## src/rtl/nn_pkg.sv

```systemverilog
// Shared definitions for the time-multiplexed perceptron layer.
//   state_e : layer sequencer states
//   clog2   : ceiling log2 with a minimum of one bit, for counter/index widths
//   sext    : sign-extends the low w bits of a value to 64 bits
package nn_pkg;

    typedef enum logic [1:0] {
        S_IDLE = 2'd0,
        S_MAC  = 2'd1,
        S_DONE = 2'd2
    } state_e;

    function automatic int unsigned clog2(input int unsigned v);
        int unsigned r;
        r = 0;
        for (int unsigned p = 1; p < v; p = p << 1) begin
            r++;
        end
        if (r == 0) begin
            r = 1;
        end
        return r;
    endfunction

    function automatic logic [63:0] sext(input logic [63:0] v, input int unsigned w);
        logic signed [63:0] t;
        t = signed'(v << (64 - w));
        return t >>> (64 - w);
    endfunction

endpackage

```

## src/rtl/nn_mac_acc.sv

```systemverilog
// Signed accumulator for the shared MAC datapath.
//   clk, rst_n : clock, asynchronous active-low reset (acc clears to 0)
//   load       : replace acc with load_val (bias of the next neuron)
//   load_val   : sign-extended bias
//   add_en     : add add_val this cycle (input bit set)
//   add_val    : sign-extended weight
//   sum_pos    : (acc + addend) > 0, signed strict; the sum includes the
//                addend of the current cycle so the last step of a neuron
//                can be judged in the same cycle it is accumulated
module nn_mac_acc #(
    parameter int unsigned ACC_W = 11
) (
    input  logic             clk,
    input  logic             rst_n,
    input  logic             load,
    input  logic [ACC_W-1:0] load_val,
    input  logic             add_en,
    input  logic [ACC_W-1:0] add_val,
    output logic             sum_pos
);

    logic [ACC_W-1:0] acc_q;
    logic [ACC_W-1:0] acc_d;
    logic [ACC_W-1:0] sum;

    always_comb begin
        sum   = acc_q + (add_en ? add_val : '0);
        acc_d = load ? load_val : sum;
    end

    always_ff @(posedge clk or negedge rst_n) begin
        if (!rst_n) begin
            acc_q <= '0;
        end else begin
            acc_q <= acc_d;
        end
    end

    assign sum_pos = ~sum[ACC_W-1] & (sum != '0);

endmodule

```

## src/rtl/nn_layer_seq.sv

```systemverilog
// Time-multiplexed perceptron layer: NUM_NEURON step-activation neurons over
// a NUM_IN-bit binary input vector, one shared signed MAC.
//   clk, rst_n          : clock, asynchronous active-low reset
//   wr_en/wr_neuron/
//   wr_idx/wr_data      : weight (idx < NUM_IN) or bias (idx == NUM_IN) write
//   wr_err              : one-cycle pulse when a write is rejected
//   in_valid/in_ready/
//   in_vec              : input vector handshake
//   out_valid/out_ready/
//   out_vec             : result handshake, bit n = activation of neuron n
module nn_layer_seq
    import nn_pkg::*;
#(
    parameter int unsigned NUM_IN     = 5,
    parameter int unsigned NUM_NEURON = 4,
    parameter int unsigned W          = 8,
    parameter int unsigned ACC_W      = W + $clog2(NUM_IN + 1)
) (
    input  logic                          clk,
    input  logic                          rst_n,
    input  logic                          wr_en,
    input  logic [clog2(NUM_NEURON)-1:0]  wr_neuron,
    input  logic [clog2(NUM_IN + 1)-1:0]  wr_idx,
    input  logic [W-1:0]                  wr_data,
    output logic                          wr_err,
    input  logic                          in_valid,
    output logic                          in_ready,
    input  logic [NUM_IN-1:0]             in_vec,
    output logic                          out_valid,
    input  logic                          out_ready,
    output logic [NUM_NEURON-1:0]         out_vec
);

    localparam int unsigned NW   = clog2(NUM_NEURON);
    localparam int unsigned KW   = clog2(NUM_IN + 1);
    localparam int unsigned BANK = NUM_NEURON * (NUM_IN + 1);
    localparam int unsigned BW   = clog2(BANK);
    localparam int unsigned NMW  = 1 << NW;
    localparam int unsigned KMW  = 1 << KW;

    // Address-validity lookup tables indexed directly by the write address
    localparam logic [NMW-1:0] NEURON_OK = NMW'((64'd1 << NUM_NEURON) - 64'd1);
    localparam logic [KMW-1:0] IDX_OK    = KMW'((64'd1 << (NUM_IN + 1)) - 64'd1);

    function automatic logic [BW-1:0] bank_addr(input logic [NW-1:0] n, input logic [KW-1:0] k);
        return BW'(n) * BW'(NUM_IN + 1) + BW'(k);
    endfunction

    state_e                state_q, state_d;
    logic [NW-1:0]         n_q, n_d;
    logic [KW-1:0]         k_q, k_d;
    logic [NUM_IN-1:0]     vec_q, vec_d;
    logic [NUM_NEURON-1:0] out_vec_q, out_vec_d;
    logic                  out_valid_q, out_valid_d;
    logic                  in_ready_q, in_ready_d;
    logic                  wr_err_q, wr_err_d;
    logic [W-1:0]          bank_q [BANK];
    logic [W-1:0]          bank_d [BANK];

    logic                  wr_ok;
    logic [NW-1:0]         nb_n;
    logic [W-1:0]          bias0;
    logic                  acc_load;
    logic [ACC_W-1:0]      acc_load_val;
    logic                  acc_add_en;
    logic [ACC_W-1:0]      acc_add_val;
    logic                  acc_sum_pos;

    nn_mac_acc #(
        .ACC_W (ACC_W)
    ) u_mac (
        .clk      (clk),
        .rst_n    (rst_n),
        .load     (acc_load),
        .load_val (acc_load_val),
        .add_en   (acc_add_en),
        .add_val  (acc_add_val),
        .sum_pos  (acc_sum_pos)
    );

    always_comb begin
        state_d      = state_q;
        n_d          = n_q;
        k_d          = k_q;
        vec_d        = vec_q;
        out_vec_d    = out_vec_q;
        out_valid_d  = out_valid_q;
        in_ready_d   = in_ready_q;
        bank_d       = bank_q;
        acc_load     = 1'b0;
        acc_load_val = '0;
        acc_add_en   = 1'b0;
        acc_add_val  = ACC_W'(sext(64'(bank_q[bank_addr(n_q, k_q)]), W));

        wr_ok    = wr_en && (state_q == S_IDLE) && NEURON_OK[wr_neuron] && IDX_OK[wr_idx];
        wr_err_d = wr_en && !wr_ok;
        if (wr_ok) begin
            bank_d[bank_addr(wr_neuron, wr_idx)] = wr_data;
        end

        // A bias-0 write in the accepting cycle must reach the accumulator
        // load that happens on the same edge.
        if (wr_ok && (wr_neuron == '0) && (wr_idx == KW'(NUM_IN))) begin
            bias0 = wr_data;
        end else begin
            bias0 = bank_q[bank_addr('0, KW'(NUM_IN))];
        end

        nb_n = (n_q == NW'(NUM_NEURON - 1)) ? '0 : n_q + 1'b1;

        case (state_q)
            S_IDLE: begin
                if (in_valid) begin
                    vec_d        = in_vec;
                    n_d          = '0;
                    k_d          = '0;
                    acc_load     = 1'b1;
                    acc_load_val = ACC_W'(sext(64'(bias0), W));
                    in_ready_d   = 1'b0;
                    state_d      = S_MAC;
                end
            end
            S_MAC: begin
                acc_add_en = vec_q[k_q];
                if (k_q == KW'(NUM_IN - 1)) begin
                    out_vec_d[n_q] = acc_sum_pos;
                    k_d            = '0;
                    if (n_q == NW'(NUM_NEURON - 1)) begin
                        out_valid_d = 1'b1;
                        state_d     = S_DONE;
                    end else begin
                        n_d          = nb_n;
                        acc_load     = 1'b1;
                        acc_load_val = ACC_W'(sext(64'(bank_q[bank_addr(nb_n, KW'(NUM_IN))]), W));
                    end
                end else begin
                    k_d = k_q + 1'b1;
                end
            end
            S_DONE: begin
                if (out_ready) begin
                    out_valid_d = 1'b0;
                    in_ready_d  = 1'b1;
                    state_d     = S_IDLE;
                end
            end
            default: begin
                state_d = S_IDLE;
            end
        endcase
    end

    always_ff @(posedge clk or negedge rst_n) begin
        if (!rst_n) begin
            state_q     <= S_IDLE;
            n_q         <= '0;
            k_q         <= '0;
            vec_q       <= '0;
            out_vec_q   <= '0;
            out_valid_q <= 1'b0;
            in_ready_q  <= 1'b1;
            wr_err_q    <= 1'b0;
            bank_q      <= '{default: '0};
        end else begin
            state_q     <= state_d;
            n_q         <= n_d;
            k_q         <= k_d;
            vec_q       <= vec_d;
            out_vec_q   <= out_vec_d;
            out_valid_q <= out_valid_d;
            in_ready_q  <= in_ready_d;
            wr_err_q    <= wr_err_d;
            bank_q      <= bank_d;
        end
    end

    assign wr_err    = wr_err_q;
    assign in_ready  = in_ready_q;
    assign out_valid = out_valid_q;
    assign out_vec   = out_vec_q;

endmodule

```

## config.mk

```make
export PLATFORM = sky130hd
export DESIGN_NAME = nn_layer_seq
export DESIGN_NICKNAME = d
export VERILOG_FILES = /design/src/rtl/nn_pkg.sv /design/src/rtl/nn_mac_acc.sv /design/src/rtl/nn_layer_seq.sv
export SDC_FILE = /design/constraint.sdc
export NUM_CORES = 1
export LEC_CHECK = 0
export CAP_MARGIN = 20
export CORE_MARGIN = 2
export CORE_UTILIZATION = 38
export DETAILED_ROUTE_END_ITERATION = 8
export MAX_ROUTING_LAYER = met4
export PLACE_DENSITY = 0.56
export SLEW_MARGIN = 40
export SYNTH_ARGS = -nofsm -noshare
export SYNTH_HDL_FRONTEND = slang
export SYNTH_SLANG_ARGS = --single-unit
export TNS_END_PERCENT = 5
```

## constraint.sdc

```tcl
create_clock -name clk -period 5.2 [get_ports clk]
set_clock_uncertainty 0.1 [all_clocks]
set_input_delay 1.3 -clock clk [delete_from_list [all_inputs] [get_ports clk]]
set_output_delay 1.3 -clock clk [all_outputs]
set_load 0.005 [all_outputs]
```

Fig. 1: run 1, congestion heat map
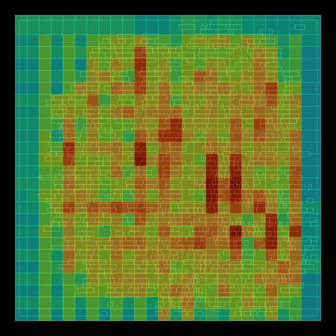
M2 GR Usage: 0.3009
Total GRT Usage: 0.1959
GR peak layer: met2
M1 GR Usage: 0.2767
post-layout util: 0.4452

Fig. 2: run 1, logic cells by family
Scale: 3 px per um.
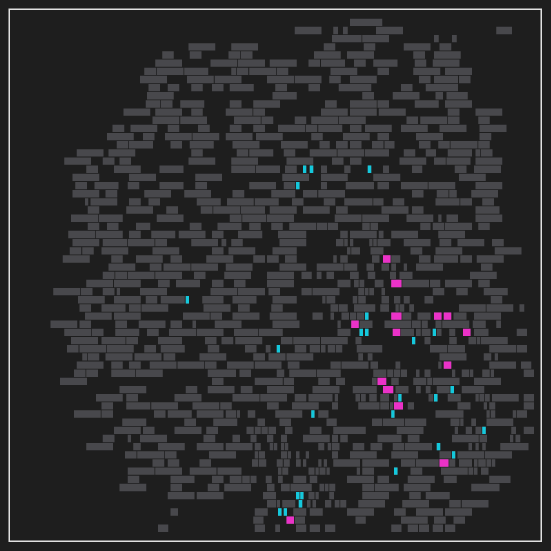
- inv cells: cyan (cells 25; most used inv_1)
- non-inverting ao/oa cells: magenta (cells 14; most used a21o_1)
Final Non-Filler Cells: 1255
fraction of area in multi-input gates: 0.4215
most instantiated logic cell after routing: dfrtp_1

==> results.toml, run 1 <==
# generated from flow reports
[critical_path]
critPathArrivalTime_ns = 5.15
worstSetupPathType = "reg -> reg"
cp.depth = 20
crit_path_start = "n_q[0]$_DFFE_PN0P_"

[routing]
drtAntennaViolNets = 0

[floorplanning]
initial_core_util = 0.3840
tap_cells = 390
die_area_um2 = 31270

[final_timing]
finalHoldViolCount = 0

[worst_hold_path]
worstHoldPathCells = 2
min_path_type = "reg -> reg"

[grt]
grt_max_degree = 98

[job]
maxCapViolations = 0

[placement]
post-place-ws_ns = 0.2853
routabilityCongestion = 0.8893

[yosys]
edf_count = 0

[final_layout]
lay_top_cells = "dfrtp_1 (219), mux2_2 (202), mux4_2 (59)"
logic_gate_count = 512
layout-drive-gt1-share = 0.4301
sh_seq_area = 0.4224

[power_and_ir_drop]
p_per_area_nw_per_um2 = 559.3

[outcome]
status = "finished clean"
Fig. 3: run 1, metal 3
Scale: 1.5 px per um.
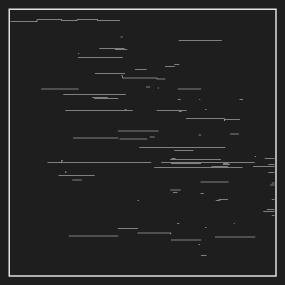
- longest straight run: 69.0 um
- nets with wire on the layer: 45
- wire length on this layer: 1100 um
- main direction: horizontal
- share of all routed wire: 3.9%
Vias: 6883
grt met3 use: 0.02427

Fig. 4: run 1, metal 2
Scale: 1.5 px per um. Cells faint in the background.
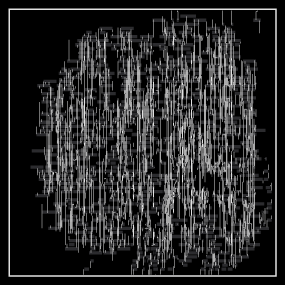
- share of all routed wire: 47%
- nets with wire on the layer: 807
- wire length on this layer: 13400 um
- main direction: vertical
- longest straight run: 120 um
drt total wl: 28.57 mm

==> run 1: what timing repair did <==
action	4_1_cts	5_1_grt
gates resized	0	3
setup endpoints to repair	0	4
endpoints found under the hold margin	0	0
buffers inserted	0	0
hold buffers	0	0
==> run 1: cell usage after synthesis, types with 2 or more instances <==
cell	count	area [um^2]
nor2_1	19	71.32
and3_1	5	31.28
and2_0	2	12.51
or2_2	3	18.77
nand2b_1	6	37.54
dfrtp_1	221	5530
a21oi_1	11	55.05
ha_1	23	287.8
o22ai_1	8	50.05
buf_6	3	33.78
o21bai_1	2	15.01
a21o_1	8	60.06
a31oi_1	2	12.51
clkbuf_1	27	101.4
nor3_1	6	30.03
o31ai_1	4	30.03
o221ai_1	3	26.28
or3_1	2	12.51
o21ai_0	11	55.05
xnor2_2	2	32.53
nor4_1	2	12.51
fa_1	3	60.06
mux2_2	202	2275
nand2_1	41	153.9
a22oi_1	10	75.07
xor2_1	6	52.55
xnor2_1	5	43.79
nand3_1	7	35.03
mux4_2	59	1329
a221o_1	2	20.02
nor2_2	11	68.82
mux4_1	5	131.4
mux2i_1	19	190.2
inv_1	25	93.84
buf_2	9	45.04
nor2b_1	5	31.28
==> run 1: report_power, final <==
group | internal [W] | switching (W) | total [W]
combinational | 0.00152 | 0.00148 | 0.00300
sequential | 0.00216 | 0.000265 | 0.00243
clock | 0.00119 | 0.000740 | 0.00193
total | 0.00488 | 0.00249 | 0.00736
==> run 1: state kept, by name, summed over array words and instances, names as in the netlist <==
register,flops
bank_q,192
u_mac.acc_q,11
vec_q,5
out_vec,4
k_q,3
n_q,2
state_q,2
in_ready,1
out_valid,1
wr_err,1
==> run 1: routing by layer <==
layer / vias up / track usage
li1: 3085 / -
met4: 0 / 0.05131
met3: 36 / 0.02427
met1: 3645 / 0.2767
met5: - / -
met2: 117 / 0.3009
==> run 1 -> run 2 <==
Settings changed: PLACE_DENSITY 0.56 to 0.54.
Clock period 5.2 ns to 5.1 ns, I/O delays scaled along.
==> run 2 against run 1 <==
Net effect:
- sequential power rose by 3%
- synthesized area did not move
- sequential share of layout area rose by 0.42 points
==> results.toml, run 2 <==
# generated from flow reports
[critical_path]
crit_path_start = "n_q[1]$_DFFE_PN0P_"
cp.depth = 19
worstSetupPathType = "reg -> reg"

[cts]
cts_post_setup_buffers_inserted = 0
holdBufCountCts = 0
cts-resized-gates = 0

[power_and_ir_drop]
seq_cell_power_w = 0.00250
clk-power_w = 0.00172
seqPwrFrac = 0.347
swShare = 0.3407
power.group.top = "combinational cells"
pwr-share-clk = 0.239
switchingPower_w = 0.002458
power_frac_comb = 0.414

[floorplanning]
initial_core_util = 0.3840
die_area_um2 = 31270

[grt]
grt_max_degree = 63
grt_use_total = 0.1976

[final_layout]
largest_reg_flops = 192
lay_top_cells = "dfrtp_1 (220), mux2_2 (202), mux4_2 (59)"
final_core_util = 0.4407
largest_register = "bank_q"

[worst_hold_path]
min_path_type = "reg -> reg"

[yosys]
edf_count = 0
top_cell_area_share = 0.4872
top_cells_by_area = "dfrtp_1 (49%), mux2_2 (20%), mux4_2 (12%)"
yosys.area.top_type = "dfrtp_1"
top_cell = "dfrtp_1"

[routing]
drtAntennaViolNets = 0

[outcome]
status = "finished clean"
## run 2: area by class of cell
class / instances / area, um^2
clock buffer: 38 / 714.4
clock inverter: 5 / 53.80
tap: 390 / 488.0
antenna: 1 / 2.502
timing repair buffer: 60 / 563.0
fill: 2686 / 16530
sequential: 222 / 5558
inverter: 25 / 93.84
multi-input combinational: 512 / 5554
## run 2: layer usage
layer / global-route usage / up-vias / wire length, um
li1: - / 3093 / -
met1: 0.2833 / 3661 / 13740
met2: 0.3018 / 105 / 13210
met3: 0.03200 / 28 / 1188
met4: 0.03306 / 0 / 317
met5: - / - / 0
## run 2: kinds of logic (layout without fill, tap and decap cells)
kind of cell	Yosys count	in the layout	share of synthesized area
DFF	222	222	0.4895
AOI/OAI and AO/OA	71	71	0.04420
muxes	286	286	0.3467
other	0	1	0
buffers and inverters	67	128	0.02557
xor gates and xnor gates	13	13	0.01135
adders and majority gates	26	26	0.03064
and+or+nand+nor	116	116	0.05202
## run 2: worst min-delay path by stage
| stage | from | end | slack [ns] | cells past startpoint |
|---|---|---|---|---|
| after floorplan | bank_q[118]$_DFFE_PN0P_ | bank_q[118]$_DFFE_PN0P_ | 0.35 | 1 |
| after global placement | bank_q[118]$_DFFE_PN0P_ | bank_q[118]$_DFFE_PN0P_ | 0.36 | 1 |
| after detailed placement | out_vec[1]$_DFFE_PN0P_ | out_vec[1]$_DFFE_PN0P_ | 0.37 | 2 |
| after CTS | out_vec[1]$_DFFE_PN0P_ | out_vec[1]$_DFFE_PN0P_ | 0.39 | 2 |
| after global routing | bank_q[95]$_DFFE_PN0P_ | bank_q[95]$_DFFE_PN0P_ | 0.41 | 1 |
| final | out_vec[1]$_DFFE_PN0P_ | out_vec[1]$_DFFE_PN0P_ | 0.38 | 2 |
Fig. 5: run 2, metal 3
Scale: 1.5 px per um.
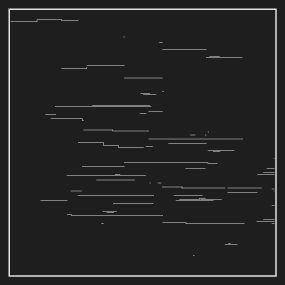
- longest straight run: 63.9 um
- wire length on this layer: 1190 um
Vias: 6887
grt met3 use: 0.03200
drt total wl: 28.45 mm

Fig. 6: run 2, metal 2
Scale: 1.5 px per um. Cells faint in the background.
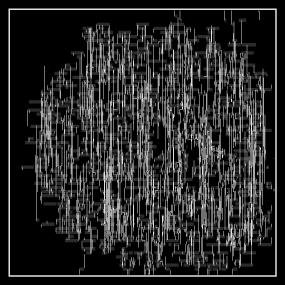
- main direction: vertical
- share of all routed wire: 46%
- nets with wire on the layer: 808
M2 GR Usage: 0.3018

Power and IR drop assume default switching activity.
